## config.mk

```make
export PLATFORM = sky130hd
export DESIGN_NAME = bcd_count_ctrl
export DESIGN_NICKNAME = d
export VERILOG_FILES = /design/src/rtl/bcd_ctrl_pkg.sv /design/src/rtl/bcd_count_ctrl_tick_prescaler.sv /design/src/rtl/bcd_count_ctrl.sv
export SDC_FILE = /design/constraint.sdc
export NUM_CORES = 1
export LEC_CHECK = 0
export ABC_AREA = 0
export CELL_PAD_IN_SITES_DETAIL_PLACEMENT = 0
export CELL_PAD_IN_SITES_GLOBAL_PLACEMENT = 1
export CORE_UTILIZATION = 35
export CTS_CLUSTER_DIAMETER = 30
export DETAILED_ROUTE_END_ITERATION = 6
export GPL_TIMING_DRIVEN = 0
export HOLD_SLACK_MARGIN = 0.02
export PLACE_DENSITY = 0.88
export SLEW_MARGIN = 20
export SYNTH_ARGS = -nofsm -noshare
export SYNTH_HDL_FRONTEND = slang
export SYNTH_HIERARCHICAL = 1
export SYNTH_SLANG_ARGS = --single-unit
export TNS_END_PERCENT = 20
```

## constraint.sdc

```tcl
create_clock -name clk -period 3.1 [get_ports clk]
set_clock_uncertainty 0.2 [all_clocks]
set_input_delay 0.465 -clock clk [delete_from_list [all_inputs] [get_ports clk]]
set_output_delay 0.465 -clock clk [all_outputs]
set_load 0.01 [all_outputs]
```

## src/rtl/bcd_ctrl_pkg.sv

```systemverilog
// Shared types and constants for the four-digit BCD display counter controller.
// Latency: n/a (declarations and a pure combinational helper only).
// Backpressure: n/a.
package bcd_ctrl_pkg;

  typedef enum logic [1:0] {
    IDLE  = 2'd0,
    RUN   = 2'd1,
    PAUSE = 2'd2,
    DONE  = 2'd3
  } state_e;

  localparam logic [3:0]  BCD_NINE         = 4'h9;
  localparam int          NUM_DIGITS       = 4;
  localparam logic [15:0] DEFAULT_TERMINAL = 16'h9675;

  // Decimal carry ripple: digit 0 always advances, digit i advances only when
  // every lower digit currently reads nine. A non-BCD digit is never nine, so
  // it stops the ripple at that position.
  function automatic logic [NUM_DIGITS-1:0] carry_mask(input logic [4*NUM_DIGITS-1:0] dig);
    logic [NUM_DIGITS-1:0] mask;
    logic                  all_nine;
    mask     = '0;
    mask[0]  = 1'b1;
    all_nine = 1'b1;
    for (int i = 1; i < NUM_DIGITS; i++) begin
      all_nine = all_nine & (dig[4*(i-1) +: 4] == BCD_NINE);
      mask[i]  = all_nine;
    end
    return mask;
  endfunction

endpackage

```

## src/rtl/bcd_count_ctrl_tick_prescaler.sv

```systemverilog
// Divides clk into a one-cycle tick every PRESCALE enabled cycles (PRESCALE 2..65535).
// Latency: tick is combinational from the held count and en, high in the last count cycle.
// Backpressure: dropping en freezes the count in place; clr forces it back to zero.
module tick_prescaler #(
  parameter int unsigned PRESCALE = 4
) (
  input  logic clk,
  input  logic rst,
  input  logic en,
  input  logic clr,
  output logic tick
);

  localparam logic [15:0] LAST = 16'(PRESCALE - 1);

  logic [15:0] cnt_q;
  logic [15:0] cnt_d;

  // Next count: clear wins, disabled holds, enabled counts and wraps with a tick.
  always_comb begin
    cnt_d = cnt_q;
    tick  = 1'b0;
    if (clr) begin
      cnt_d = '0;
    end else if (en) begin
      if (cnt_q == LAST) begin
        cnt_d = '0;
        tick  = 1'b1;
      end else begin
        cnt_d = cnt_q + 16'd1;
      end
    end
  end

  // Count register with synchronous reset.
  always_ff @(posedge clk) begin
    if (rst) begin
      cnt_q <= '0;
    end else begin
      cnt_q <= cnt_d;
    end
  end

endmodule

```

## src/rtl/bcd_count_ctrl.sv

```systemverilog
// Sequencer for four external BCD digit counters: tick generation, carry gating, terminal detect.
// Latency: dig_inc/dig_clr are registered, one cycle after tick; digits settle one cycle later.
// Backpressure: none; start/pause/clear are single-cycle pulses, priority clear > pause > start.
module bcd_count_ctrl
  import bcd_ctrl_pkg::*;
#(
  parameter int unsigned PRESCALE = 4,
  parameter logic [15:0] TERMINAL = DEFAULT_TERMINAL,
  parameter bit          WRAP     = 1'b0
) (
  input  logic                  clk,
  input  logic                  rst,
  input  logic                  start,
  input  logic                  pause,
  input  logic                  clear,
  input  logic [15:0]           dig_q,
  output logic [NUM_DIGITS-1:0] dig_inc,
  output logic                  dig_clr,
  output logic                  running,
  output logic                  done,
  output logic                  tick
);

  state_e                state_q;
  state_e                state_d;
  logic [NUM_DIGITS-1:0] dig_inc_q;
  logic [NUM_DIGITS-1:0] dig_inc_d;
  logic                  dig_clr_q;
  logic                  dig_clr_d;

  logic                  presc_en;
  logic                  presc_clr;
  logic                  presc_tick;
  logic                  at_term;
  logic [NUM_DIGITS-1:0] inc_mask;

  // The prescaler only advances while staying in RUN, so a pause or clear
  // freezes it in the same cycle and cannot produce a tick that gets dropped.
  assign presc_en  = (state_q == RUN) && !clear && !pause;
  assign presc_clr = clear;

  tick_prescaler #(
    .PRESCALE (PRESCALE)
  ) u_presc (
    .clk  (clk),
    .rst  (rst),
    .en   (presc_en),
    .clr  (presc_clr),
    .tick (presc_tick)
  );

  assign at_term  = (dig_q == TERMINAL);
  assign inc_mask = carry_mask(dig_q);

  // Next state and next digit strobes; clear overrides everything else.
  always_comb begin
    state_d   = state_q;
    dig_inc_d = '0;
    dig_clr_d = 1'b0;
    if (clear) begin
      state_d   = IDLE;
      dig_clr_d = 1'b1;
    end else begin
      case (state_q)
        IDLE: begin
          if (start) state_d = RUN;
        end
        RUN: begin
          if (pause) begin
            state_d = PAUSE;
          end else if (presc_tick) begin
            if (at_term) begin
              if (WRAP) dig_clr_d = 1'b1;
              else      state_d   = DONE;
            end else begin
              dig_inc_d = inc_mask;
            end
          end
        end
        PAUSE: begin
          if (start) state_d = RUN;
        end
        DONE: begin
          state_d = DONE;
        end
        default: begin
          state_d = IDLE;
        end
      endcase
    end
  end

  // State and strobe registers; reset leaves one dig_clr pulse to zero the digits.
  always_ff @(posedge clk) begin
    if (rst) begin
      state_q   <= IDLE;
      dig_inc_q <= '0;
      dig_clr_q <= 1'b1;
    end else begin
      state_q   <= state_d;
      dig_inc_q <= dig_inc_d;
      dig_clr_q <= dig_clr_d;
    end
  end

  assign dig_inc = dig_inc_q;
  assign dig_clr = dig_clr_q;
  assign running = (state_q == RUN);
  assign done    = (state_q == DONE);
  assign tick    = presc_tick;

endmodule

```

### M1 wires

Cells faint in the background.
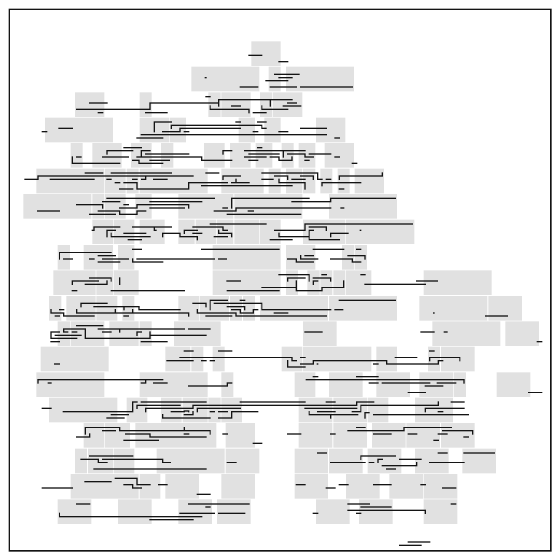
main direction	horizontal
longest straight run	19.8 um
GR Util met1: 18.03%
final WL: 2.289 mm

### M2 wires

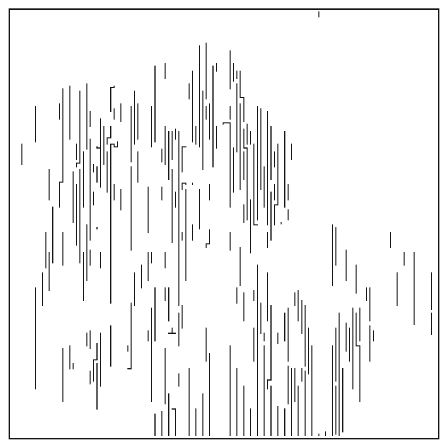
share of all routed wire	50%
main direction	vertical
met2 GRT Util: 28.24%
DR vias: 946

### Cells by drive strength

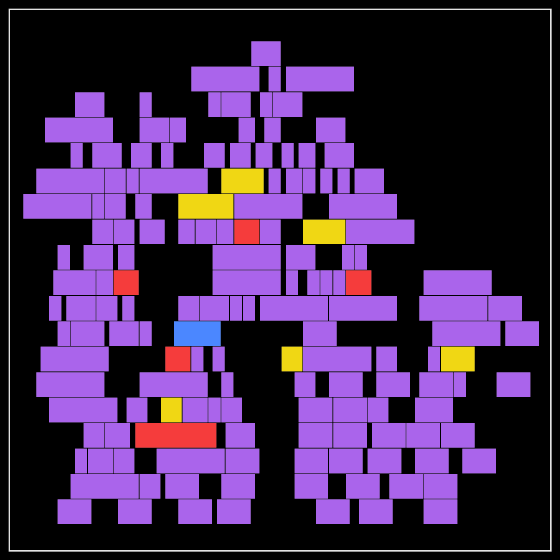
color	size	cells	share
red	drive 3 to 4	5	3.3%
purple	drive 1 or less	141	92%
yellow	drive 2	6	3.9%
blue	drive 6 and up	1	0.65%
final instance area: 0.001454 mm^2
nonclk buf count: 32
Final WS setup: 0.1487 ns
synthesis-to-layout area growth: 33.87%

==> GITHUB_STEP_SUMMARY <==
### Yosys + OpenROAD results

| Metric | Value |
|---|---|
| Min Tclk post-route | `2.951 ns` |
| Core region area | `0.002853 mm^2` |
| Slowest stage delay, CP | `0.49 ns` |
| CP arrival | `2.29 ns` |
| Wire per inst | `12.44 um` |
| Dpl cells | `179` |
| VDD IR max | `0.0002574 V` |
| Fin nets | `176` |
| Leak pwr | `0.4680 nW` |
| Commonest Layout Cell | `clkdlybuf4s50_1` |
| Slew @ Worst Pin | `0.4152 ns` |
| DRC | `1` |
| First-pass GRT wire length | `4.043 mm` |
| WP data required | `2.43 ns` |
| Warnings, synthesis | `6` |
| Placed Area | `0.001405 mm^2` |
| Critical path capture point type | `primary output` |
| Hold Path Origin | `u_presc/cnt_q[15]` |
| Ys async rst share | `0%` |
| Fin Setup TNS | `0 ns` |
| Fillcell total | `285` |
| Worst-path maximum fanout | `9` |
| Starting density of the core | `38.07%` |
| Tool warning count | `26` |
| Max reg flops | `16` |
| Comb/total area | `42.43%` |
| Worst r2r src | `state_q[0]` |
| Clock Network Area Fraction | `1.807%` |
| Status | `complete, but fails checks` |
| Synthesized Nets | `142` |
| # IOs | `29` |
| Overall Power | `0.4805 mW` |
| Hold Violations, Final | `0` |
| Cell Area, Synth | `0.001086 mm^2` |
| Sequential Power Share | `62.1%` |
| Main flop type | `dfxtp_1` |
| Post-layout period usage | `95.20%` |
| Most used routing layer | `met2` |
| Worst rel slew slack | `72.32%` |
| Worst R2R End | `u_presc/cnt_q[9]` |
| Non-clk buf share | `21.17%` |
| DP HPWL | `1.807 mm` |
| Initial antenna violation count | `0` |
| WS Path Type | `in2out` |
| Tot GR Track Use | `15.65%` |
| Most common logic cells in the final layout | `clkdlybuf4s50_1 (27), dfxtp_1 (23), nor2_1 (22)` |
| Final Hold Slack | `0.3010 ns` |
| Logic area | `616.8 um^2` |
| Clock Power Share | `28.0%` |
| Post-Syn Instances | `120` |
| Top cells by area, synth | `dfxtp_1 (42%), xnor2_1 (8.9%), nor2_1 (7.6%)` |
| Worst hold path endpoint | `u_presc/cnt_q[15]` |
| DR iter-0 viols | `19` |
| Switching share of total power | `21.02%` |
| CTS buffer count | `3` |
| Buf/Inv on CP | `3` |
| Comb power frac | `9.8%` |
| Yosys Chip Area | `0.001086 mm^2` |
| GRT overflow | `0` |
| EDFF count, synth | `0` |
| Max Cap Viol | `0` |
| Max-area cell class | `combinational gates` |
| Clock transition at path regs | `0.12 ns` |
| Htree depth | `1` |
| Unique masters post-synth | `33` |
| Site Rows | `19` |
| Util after Layout | `50.96%` |
| Clk buf depth | `2` |
| Failing checks | `design-rule violations` |
| Flops | `23` |
| Non-Filler Instances | `184` |
| CTS root buffer | `clkbuf_4` |
| CP Depth | `7` |
| Clock buf count | `4` |
| Pwr/cell area | `330.5 mW/mm^2` |
| CP cell instances | `clkdlybuf4s50_1 -> nor4b_4 -> clkbuf_8 -> nor4bb_2 -> nand4_1 -> nor2_1 -> dlygate4sd2_1` |
| P_seq | `0.299 mW` |
[logic make-up (layout without fill, tap and decap cells)]
family	after synthesis	in the layout	synth area share, %
AND/OR/NAND/NOR	72	72	39.98
flip-flops	23	23	42.40
XOR/XNOR	14	14	11.29
AND-OR/OR-AND	5	5	2.880
buffers and inverters	4	37	1.382
adder cells (fa/ha/maj)	1	1	1.152
multiplexers	1	1	0.9217
[metal layers]
| layer | vias to the layer above | wire, um |
|---|---|---|
| met2 | 10 | 1151 |
| met3 | 2 | 49 |
| met5 | - | 0 |
| li1 | 497 | - |
| met1 | 437 | 1065 |
| met4 | 0 | 22 |
[timing repair]
action                                 CTS  global route
pin swaps                                1             0
hold buffers                             0             0
setup endpoints to repair                1             1
endpoints found under the hold margin    0             0
buffers inserted                         1             0
resized                                  4             1
Power and IR drop assume default switching activity.
